**Run 1: logic cells by family**

Scale bar: 20 microns.
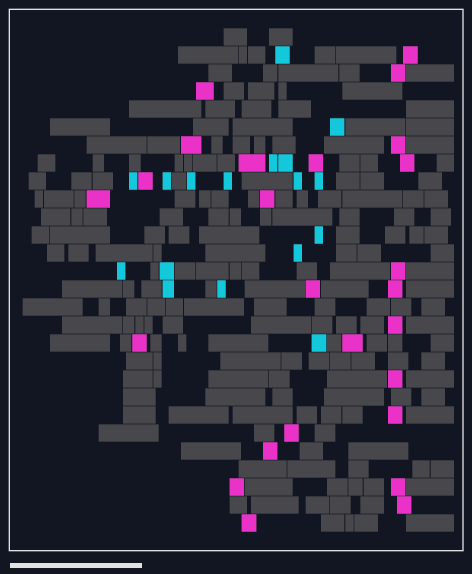
**Run 1: local utilization**

The die is cut into 7 by 8 equal tiles; black is low, pale yellow is high, 0 to 100% covered.
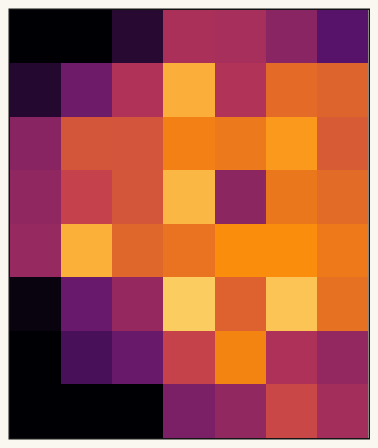
**Run 1: port wiring**

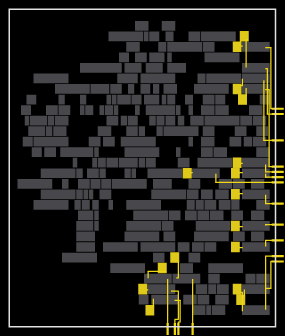
**Run 1: cell placement**

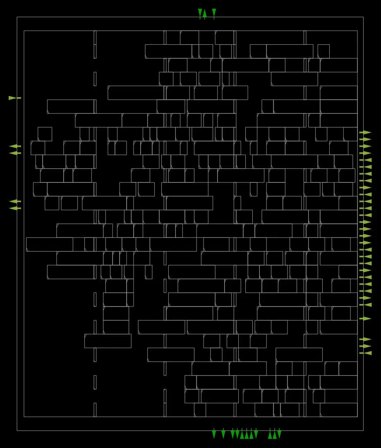
`config.mk`:
```
export PLATFORM = sky130hd
export DESIGN_NAME = pass_verify
export DESIGN_NICKNAME = d
export VERILOG_FILES = /design/src/rtl/pass_verify.sv
export SDC_FILE = /design/constraint.sdc
export NUM_CORES = 1
export LEC_CHECK = 0
export CAP_MARGIN = 20
export CORE_ASPECT_RATIO = 1.2
export CORE_UTILIZATION = 36
export CTS_BUF_LIST = sky130_fd_sc_hd__clkbuf_8
export DETAILED_ROUTE_END_ITERATION = 10
export PLACE_DENSITY = 0.7
export SLEW_MARGIN = 0
export SYNTH_ARGS = -nofsm -noshare
export SYNTH_HDL_FRONTEND = slang
export SYNTH_SLANG_ARGS = --single-unit
```
`constraint.sdc`:
```
create_clock -name clk -period 2.9 [get_ports clk]
set_input_delay 0.58 -clock clk [delete_from_list [all_inputs] [get_ports clk]]
set_output_delay 0.58 -clock clk [all_outputs]
set_load 0.1 [all_outputs]
```
`src/rtl/pass_verify.sv`:
```
// pass_verify: compares a 4-digit keypad entry against the stored password and drives unlock/fail/lockout status.
// Define PASS_LOCKOUT_EN to enter a timed LOCK state after MAX_TRIES consecutive failures.
module pass_verify #(
    parameter int OPEN_CYCLES = 8,
    parameter int MAX_TRIES   = 3,
    parameter int LOCK_CYCLES = 16
) (
    input  logic        clk,
    input  logic        rst,
    input  logic [3:0]  key_value,
    input  logic        key_en,
    input  logic        cancel,
    input  logic [15:0] stored_pass,
    output logic        unlock,
    output logic        fail,
    output logic        locked,
    output logic [2:0]  digit_cnt,
    output logic [2:0]  err_cnt,
    output logic [15:0] entry_disp
);
    localparam int MAXC = OPEN_CYCLES > LOCK_CYCLES ? OPEN_CYCLES : LOCK_CYCLES;
    localparam int TW   = $clog2(MAXC + 1);

    typedef enum logic [2:0] {IDLE, COLLECT, CHECK, OPEN, FAILS, LOCK} state_t;

    state_t        state_q, state_d;
    logic          key_en_q;
    logic [15:0]   entry_q, entry_d;
    logic [2:0]    digit_q, digit_d;
    logic [2:0]    err_q, err_d;
    logic [TW-1:0] tmr_q, tmr_d;
    logic          unlock_q, unlock_d;
    logic          fail_q, fail_d;
    logic          locked_q, locked_d;
    logic          key_ok;

    assign key_ok = key_en & ~key_en_q & (key_value <= 4'd9);

    always_comb begin
        state_d  = state_q;
        entry_d  = entry_q;
        digit_d  = digit_q;
        err_d    = err_q;
        tmr_d    = tmr_q;
        unlock_d = unlock_q;
        fail_d   = 1'b0;
        locked_d = locked_q;
        case (state_q)
            IDLE, COLLECT: begin
                // cancel takes priority over a key strobe in the same cycle
                if (cancel) begin
                    state_d = IDLE;
                    entry_d = 16'h0;
                    digit_d = 3'd0;
                end else if (key_ok) begin
                    entry_d = entry_q | ({key_value, 12'h0} >> (4 * digit_q));
                    digit_d = digit_q + 3'd1;
                    state_d = digit_q == 3'd3 ? CHECK : COLLECT;
                end
            end
            CHECK: begin
                if (entry_q == stored_pass) begin
                    state_d  = OPEN;
                    err_d    = 3'd0;
                    unlock_d = 1'b1;
                    tmr_d    = TW'(OPEN_CYCLES - 1);
                end else begin
                    state_d = FAILS;
                    fail_d  = 1'b1;
                    err_d   = err_q >= 3'(MAX_TRIES) ? 3'(MAX_TRIES) : err_q + 3'd1;
                end
            end
            OPEN: begin
                if (tmr_q == '0) begin
                    state_d  = IDLE;
                    unlock_d = 1'b0;
                    entry_d  = 16'h0;
                    digit_d  = 3'd0;
                end else begin
                    tmr_d = tmr_q - 1'b1;
                end
            end
            FAILS: begin
                state_d = IDLE;
                entry_d = 16'h0;
                digit_d = 3'd0;
`ifdef PASS_LOCKOUT_EN
                if (err_q == 3'(MAX_TRIES)) begin
                    state_d  = LOCK;
                    locked_d = 1'b1;
                    tmr_d    = TW'(LOCK_CYCLES - 1);
                end
`endif
            end
            LOCK: begin
                if (tmr_q == '0) begin
                    state_d  = IDLE;
                    locked_d = 1'b0;
                    err_d    = 3'd0;
                end else begin
                    tmr_d = tmr_q - 1'b1;
                end
            end
            default: state_d = IDLE;
        endcase
    end

    always_ff @(posedge clk or negedge rst) begin
        if (!rst) begin
            state_q  <= IDLE;
            key_en_q <= 1'b0;
            entry_q  <= 16'h0;
            digit_q  <= 3'd0;
            err_q    <= 3'd0;
            tmr_q    <= '0;
            unlock_q <= 1'b0;
            fail_q   <= 1'b0;
            locked_q <= 1'b0;
        end else begin
            state_q  <= state_d;
            key_en_q <= key_en;
            entry_q  <= entry_d;
            digit_q  <= digit_d;
            err_q    <= err_d;
            tmr_q    <= tmr_d;
            unlock_q <= unlock_d;
            fail_q   <= fail_d;
            locked_q <= locked_d;
        end
    end

    assign unlock     = unlock_q;
    assign fail       = fail_q;
    assign locked     = locked_q;
    assign digit_cnt  = digit_q;
    assign err_cnt    = err_q;
    assign entry_disp = (state_q == IDLE || state_q == COLLECT || state_q == CHECK) ? entry_q : 16'h0;
endmodule

```
==> metrics.sh, run 1 <==
WORSTSETUPENDPOINTTYPE='register'
FLIP_FLOP_AND_LATCH_AREA_SQ_UM=825.8
SETUP-VIOLATIONS-FINAL=0
POSTSYNTHNETCOUNT=210
SEQ_AREA_FRAC_SYNTH_PCT=43.45
PLACE_HPWL_MICRONS=3326
GRT_FIRST_PASS_WIRELENGTH_MICRONS=7376
OUTCOME='finished, final reports clean'
DIE_HEIGHT_MICRONS=81.60
FINISH.NET_COUNT=261
R2R_START='tmr_q[0]'
FP-UTILIZATION_PCT=37.94
VDD_IR_DROP_MAX_V=0.0002583
DIE_WIDTH_MICRONS=68.33
POST_PLACE_CELLS=285
PRE_REPAIR_DR_ITERATION_COUNT=4
STARTPOINT='stored_pass[5]'
POSTCTSHOLDBUFS=0
SYNTHFLOPTYPE='dfrtp_1'
YS_SEQ_ELEMENTS=33
AREA.COMBINATIONAL_SQ_UM=1022
TNS_PS=0
REPORT.FINAL.SLEW_VIOL_COUNT=0
WORSTSETUPENDPOINT='err_cnt[0]'
About 'logic cells by family':
color	family	cells	most used
cyan	nand cells	17	nand2_1
magenta	and/or cells	25	and2_1
Commonest Layout Cell: dfrtp_1
share of the final layout cell area in multi-input gates: 37.98%
post-route non-filler standard cell count: 293

About 'local utilization':
mean over tiles	47%
fullest tile	89%
nearly empty tiles	11%
emptiest ninth of the die	bottom left
tiles over 75% full	14%

About 'port wiring':
color	port	bits	direction	edge	end cells	buffers	wire
yellow	`entry_disp`	16	output	12 right, 4 bottom	16	16	206 microns
number of I/O pins: 49
Buffers on Ports: 47

About 'cell placement':
flop count: 33
well tap count: 60
row count: 28
post-layout util: 53.72%
fill cell total of the finished layout: 438

## run 1: stage by stage
stage                     hold slack [ps]  setup WS (ps)  utilization (%)  area [sq um]  power (mW)
after detailed placement            515.8          373.9            51.40          2575      0.7197
after global routing                551.6          567.7            53.72          2691       1.211
after CTS                           535.8          680.0            53.72          2691       1.170
after global placement              513.6          392.7            51.40          2575      0.7183
final                               526.8          682.1            53.72          2691       1.155
after floorplan                     284.4          558.4                -          1901      0.6315
## run 1: power by group
group	leakage [nW]	switching (mW)	internal, mW
clock	0.0626	0.167	0.277
sequential	0.426	0.0176	0.473
combinational	0.689	0.135	0.0849
total	1.18	0.320	0.834
## run 1: cells in the mapped netlist, types with 2 or more instances
master | n | area, sq um
a211o_1 | 2 | 17.52
a21oi_1 | 7 | 35.03
and2_1 | 18 | 112.6
buf_2 | 3 | 15.01
dfrtp_1 | 33 | 825.8
ha_1 | 5 | 62.56
inv_1 | 6 | 22.52
mux2_1 | 2 | 22.52
mux2i_1 | 3 | 30.03
nand2_1 | 11 | 41.29
nand2b_1 | 3 | 18.77
nand4_1 | 2 | 12.51
nor2_1 | 4 | 15.01
nor2b_1 | 2 | 12.51
nor3_1 | 3 | 15.01
nor4_1 | 4 | 25.02
o21ai_0 | 7 | 35.03
o2bb2ai_1 | 16 | 140.1
o31a_1 | 2 | 17.52
o31ai_1 | 3 | 22.52
xnor2_1 | 3 | 26.28
xor2_1 | 17 | 148.9
## run 1: layout make-up
cell class	instances	share of cell area, %
timing repair buffer	49	23.25
tap	60	2.789
sequential	33	30.68
inverter	7	0.9763
clock inverter	2	1.255
multi-input combinational	136	37.98
clock buffer	6	3.068
## run 1: cells by family (layout without fill, tap and decap cells)
group / after synthesis / in the layout / share of synthesized area, %
flops: 33 / 33 / 43.45
xor+xnor: 20 / 20 / 9.217
simple gates: 60 / 60 / 20.41
compound gates: 45 / 45 / 17.91
mux: 5 / 5 / 2.765
buf+inv: 12 / 64 / 2.764
other cells: 1 / 1 / 0.1973
fa+ha+maj: 5 / 5 / 3.292
## run 1: registers in the layout (all words and copies together) (netlist names)
register / cells
tmr_q: 5
unlock: 1
err_cnt: 3
key_en_q: 1
entry_q: 16
fail: 1
state_q: 3
digit_cnt: 3
## run 1: critical path, delay by kind of cell
kind	cells	cell delay (ps)
AOI/OAI and AO/OA	1	380
xor gates and xnor gates	1	160
buffers and inverters	1	420
and+or+nand+nor	2	840
## run 1: worst min path at each step
stage	startpoint	endpoint	slack, ps	depth (start not counted)
5_1_grt	entry_q[10]	entry_q[10]	550	1
2_1_floorplan	rst	digit_cnt[0]	280	0
6_report	unlock	unlock	530	2
3_5_place_dp	unlock	unlock	520	2
4_1_cts	entry_q[2]	entry_q[2]	540	1
3_3_place_gp	entry_q[2]	entry_q[2]	510	1
## run 1: routing by layer
metal,GRT usage (%),wire [microns],vias to the layer above
li1,-,-,761
met1,20.99,1895,716
met2,31.86,2181,46
met3,4.861,264,7
met4,5.625,59,0
met5,0,0,-
## run 1: layout by cell type (no fill, tap or decap), drive strengths merged, types with 7 or more instances in the layout
cell           count
xor2              17
nand2             11
o2bb2ai           16
inv                8
dfrtp             33
and2              18
buf               26
a21oi              7
clkdlybuf4s50     23
o21ai              8
==> run 1 -> run 2 <==
==> constraint.sdc (replaced) <==
create_clock -name clk -period 2.05 [get_ports clk]
set_input_delay 0.41 -clock clk [delete_from_list [all_inputs] [get_ports clk]]
set_output_delay 0.41 -clock clk [all_outputs]
set_load 0.1 [all_outputs]
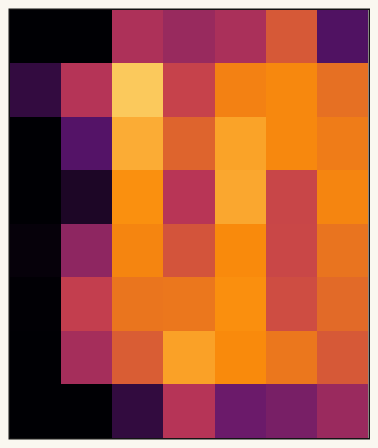
**Above:** run 2 (local utilization).
The die is cut into 7 by 8 equal tiles; black is low, pale yellow is high, 0 to 100% covered.
mean over tiles	48%
fullest tile	88%
nearly empty tiles	16%
emptiest ninth of the die	bottom left
tiles over 75% full	13%

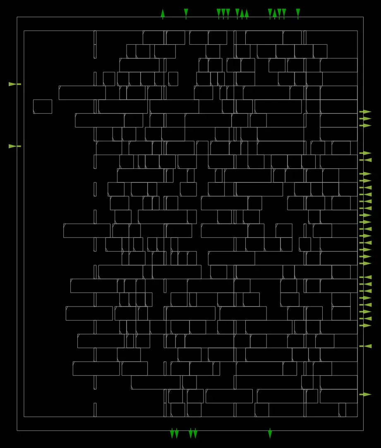
**Above:** run 2 (cell placement).
Core Area: 5010 sq um
share of the final layout cell area in sequential cells: 30.59%
fill cell total of the finished layout: 434

==> metrics.sh, run 2 <==
SWITCHING_POWER_mW=0.4459
SYNTH_TOP_CELL_BY_COUNT='dfrtp_1'
SEQ_POWER_SHARE_PCT=47.2
POST-SYNTH-TOP-AREA-FRACTION_PCT=43.45
PLACE_HPWL_MICRONS=3489
FIN_UTIL_PCT=54.55
DETAILED_PLACE.AREA_SQ_UM=2648
FP-UTILIZATION_PCT=37.94
FIN_AREA_SQ_UM=2733
SEQ_AREA_FRAC_SYNTH_PCT=43.45
SETUP-VIOLATIONS-FINAL=0
IO_PINS=49
DIE_WIDTH_MICRONS=68.33
PORT-BUFFER-COUNT=47
WORSTSETUPENDPOINTTYPE='register'
SYNTHFLOPTYPE='dfrtp_1'
MAX_FLOP_REGISTER='entry_q'
REPORT.FINAL.SLEW_VIOL_COUNT=0
FINISH.NET_COUNT=268
OUTCOME='finished, final reports clean'
ROWS=28
LAYOUT_TOP_REGISTERS='entry_q x16, tmr_q x5'
[run 2: cell types whose count changed in the layout (fill, tap and decap cells not counted)]
| cell | previous run | this run |
|---|---|---|
| clkbuf_8 | 6 | 5 |
| and2_1 | 18 | 8 |
| clkinv_2 | 0 | 2 |
| and2_2 | 0 | 10 |
| dfrtp_2 | 0 | 8 |
| dfrtp_1 | 33 | 25 |
| bufinv_16 | 1 | 0 |
| buf_4 | 10 | 17 |
[run 2: layout make-up]
class,instances,area [sq um]
clock buffers,5,68.82
clock inverters,3,13.76
fillers,434,2277
inverters,7,26.28
multi-input cells,136,1035
flip-flops and latches,33,835.8
well taps,60,75.07
repair buffers,56,678.2
[run 2: routing by layer]
metal  global-route usage (%)  wire [microns]
met5                        0               0
met4                    7.708              90
met3                    4.444             222
met2                    30.10            2295
met1                    21.43            1842
[run 2: cell families after synthesis]
family | count (synthesis) | synth area share (%)
xor+xnor | 20 | 9.217
simple gates | 60 | 20.41
compound gates | 45 | 17.91
mux | 5 | 2.765
other cells | 1 | 0.1973
buf+inv | 12 | 2.764
fa+ha+maj | 5 | 3.292
flops | 33 | 43.45
[run 2: how the worst max path moves through the flow]
| stage | end | slack (ps) | depth (start not counted) |
|---|---|---|---|
| 2_1_floorplan | err_cnt[0] | 10 | 4 |
| 3_3_place_gp | err_cnt[0] | -120 | 6 |
| 3_5_place_dp | err_cnt[0] | -130 | 6 |
| 4_1_cts | entry_disp[1] | 60 | 4 |
| 5_1_grt | err_cnt[2] | 10 | 6 |
| 6_report | err_cnt[2] | 110 | 6 |
[run 2: timing repair]
| action | in CTS | in global routing |
|---|---|---|
| endpoints found under the setup margin | 0 | 16 |
| resized | 0 | 2 |
| hold buffers | 0 | 0 |
[run 2: metrics by stage]
step / hold slack (ps) / std cells / worst slack, ps
6_report: 534.1 / 300 / 109.9
5_1_grt: 555.1 / 300 / 13.56
4_1_cts: 537.1 / 300 / 62.07
3_5_place_dp: 521.7 / 292 / -125.4
3_3_place_gp: 510.3 / 292 / -119.0
2_1_floorplan: 114.4 / 181 / 10.05
[run 2: worst reg2reg max path: cells and delay by family (launching register included)]
kind / cells / cell delay, ps
AND-OR/OR-AND: 2 / 550
adder cells (fa/ha/maj): 1 / 210
buffers and inverters: 1 / 70
flip-flops: 1 / 410
AND/OR/NAND/NOR: 2 / 590
[run 2: power groups by stage]
stage / logic (mW) / registers (mW) / clock network [mW]
2_1_floorplan: 0.139 / 0.757 / 0
3_3_place_gp: 0.321 / 0.707 / 0
3_5_place_dp: 0.322 / 0.708 / 0
4_1_cts: 0.323 / 0.696 / 0.477
5_1_grt: 0.342 / 0.699 / 0.502
6_report: 0.320 / 0.696 / 0.458
Power figures rest on the tool's default switching activity, not on a simulated workload.
